Design enc_block_seq_flat, sky130hd; sources not shown.
Zoomed window:
Region (69, 0) to (99, 30) um. Cells in grey, sequential cells in the stronger grey; small squares are vias.
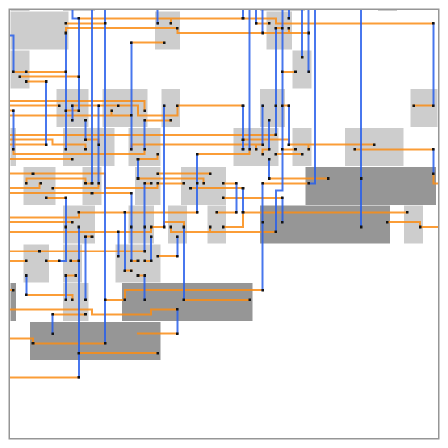
orange -> M1
blue -> M2
most frequent = nand2_1 (6), nand3_1 (6), dfrtp_1 (4)
sequential cells in the window = 4
cells with their middle in the window = 31

Drive-strength map:
The bar under the picture is 20 um long.
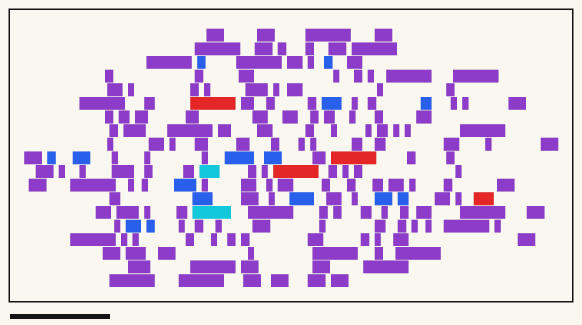
blue -> x2  # cells 15, share 7.7%
purple -> x1 and smaller  # cells 174, share 89%
red -> x6 and larger  # cells 4, share 2.1%
cyan -> x3 and x4  # cells 2, share 1.0%
Final Cell Area: 1842 um2
fin worst setup slack: 0.1724 ns
nonclk buf count: 33
Area Overhead vs Synth: 26.03%

==> results.json <==
{
  "placed_area_um2": 1768,
  "avgViaCountPerCell": 5.090,
  "grt_pass1_vias": 1462,
  "synth-seq-cells": 21,
  "cts_buffer_depth": 2,
  "outcome": "finished, final reports clean",
  "syn_nets": 180,
  "switchingPower_mw": 0.3617,
  "clockRootBuffer": "clkbuf_16",
  "drt-pass1-iter-count": 4,
  "gp_congestion": 0.7449,
  "synthFlopType": "dfrtp_1",
  "cts_max_level": 1,
  "ios": 22,
  "critPathRequiredTime_ns": 4.48,
  "top_area_share_pct": 35.96,
  "vias": 1364,
  "clk_pin_slew_ns": 0.06,
  "p_leak_nw": 0.7133,
  "syn_inst": 170,
  "cp_max_fo": 10,
  "final_cell_mix": "22 x nand2_1, 21 x dfrtp_1, 20 x clkdlybuf4s50_1",
  "largest_reg_flops": 13,
  "core-area_um2": 5563,
  "end_kind": "primary output",
  "post-cts-setup-buffers": 0,
  "p_per_area_nw_per_um2": 396.0,
  "maxCapViolations": 0,
  "synth_seq_share_pct": 35.96,
  "yosys-top-cells-count": "22 x nand2_1, 21 x dfrtp_1, 14 x nand3_1, 10 x nor2_1",
  "hpwl_mm": 3.220,
  "crit_type": "in2out",
  "yosys-stat-cells": 170,
  "antennaDiodeCount": 0,
  "reg2regPathDepth": 9,
  "hold_buffers": 0,
  "drcViolationCount": 0,
  "hold_viol_final": 0,
  "die_h_um": 58.07,
  "drtIter0Drc": 35,
  "finalNetCount": 206,
  "cts.sinks": 21,
  "warning_count": 28,
  "port_buffers": 21,
  "rsz0062_at_grt": "no",
  "ir_drop_uv": 164.8,
  "worst_pin_slew_ns": 0.9701,
  "syn-cell-area_um2": 1461,
  "layout_top_cell": "nand2_1",
  "synth.most_common_cell": "nand2_1",
  "power_frac_comb_pct": 54.7,
  "edf_count": 0,
  "insertion_delay_ns": 0.26,
  "drive_gt1_share_pct": 10.77,
  "hold_path_class": "reg2reg",
  "ys_async_sr_fraction_pct": 100.0,
  "p_int_mw": 0.3676,
  "ant_nets": 0,
  "slew_violations": 0,
  "antenna_found_initial": 0,
  "power.total_mw": 0.7293,
  "cts_tree": "built",
  "pre_cts_slack_ns": -0.2439,
  "grt_max_degree": 22,
  "clock_power_share_pct": 18.8,
  "syn_area_per_cell_um2": 8.596,
  "totalWireLength_mm": 4.211,
  "setup_tns_ns": 0,
  "overflow": 0,
  "yosys_warnings": 0,
  "topCellsByArea": "dfrtp_1 36%, nand2_1 5.7%, nand3_1 4.8%",
  "max_freq_ghz": 0.1606,
  "die_area_um2": 6511,
  "utilization_pct": 33.11,
  "grt_pass1_wl_mm": 7.334,
  "die_w_um": 112.1,
  "ys_types": 49,
  "fin_crit_ns": 6.228,
  "setup_viol": 0,
  "relSlewSlack_pct": 35.13,
  "wl_per_cell_um": 15.71,
  "comb_area_um2": 850.8,
  "largest_area_cell": "dfrtp_1",
  "worstHoldPathCells": 2,
  "fin_worst_skew_ns": 0.002338,
  "nFillCells": 680,
  "numCtsBuffers": 3,
  "flop_area_um2": 525.5,
  "fp_util_pct": 26.27,
  "rows": 19,
  "p_sw_share_pct": 49.60,
  "start_kind": "input pin",
  "rrSetupSlack_ns": 3.92,
  "pwr-share-seq_pct": 26.5,
  "finalCritPeriodShare_pct": 97.31,
  "yosys_area_um2": 1461,
  "gr-usage-all-layers_pct": 14.25,
  "critPathArrivalTime_ns": 4.31
}
==> critical path, cell delays in order <==
cell,delay (ns)
clkdlybuf4s50_1,0.51
clkbuf_1,0.37
nand3_1,0.23
nor2_1,0.13
clkdlybuf4s50_1,1.14
==> through the flow <==
stage	std cells	hold slack, ns
floorplan	170	0.4864
global route	268	0.5319
finish	268	0.5008
CTS	268	0.5115
detailed placement	264	0.4928
global placement	264	0.4819
==> per-layer routing <==
layer	wire length, um	global-route usage (%)	part of all wire (%)	up-vias
li1	-	-	-	674
met1	2203	19.70	52	671
met2	1865	23.24	44	14
met3	112	3.452	2.7	5
met4	29	2.613	0.69	0
met5	0	0	0	-
==> logic make-up after synthesis <==
family | after synthesis | share of synthesized area, %
simple gates | 71 | 24.32
compound gates | 41 | 21.66
buf+inv | 21 | 6.164
flops | 21 | 35.96
mux | 6 | 4.623
xor+xnor | 5 | 2.996
fa+ha+maj | 5 | 4.281
==> layout make-up <==
cell class / count / share of cell area [%]
multi-input cells: 128 / 46.20
flip-flops and latches: 21 / 28.53
clock buffers: 3 / 4.076
repair buffers: 21 / 11.14
plain buffers: 12 / 3.057
inverters: 9 / 1.834
well taps: 73 / 4.959
clock inverters: 1 / 0.2038
==> power groups by stage <==
stage	Sequential, mW	Clock [mW]	Combinational (mW)
after detailed placement	0.196	0	0.403
after global routing	0.200	0.150	0.434
after floorplan	0.319	0	0.181
after CTS	0.194	0.143	0.405
final	0.193	0.137	0.399
after global placement	0.193	0	0.395
==> repair_timing <==
item	in CTS	in global routing
pin swaps	0	0
endpoints found under the setup margin	1	1
gates resized	1	2
No activity file was given, so power comes from the tool's default toggle rates.
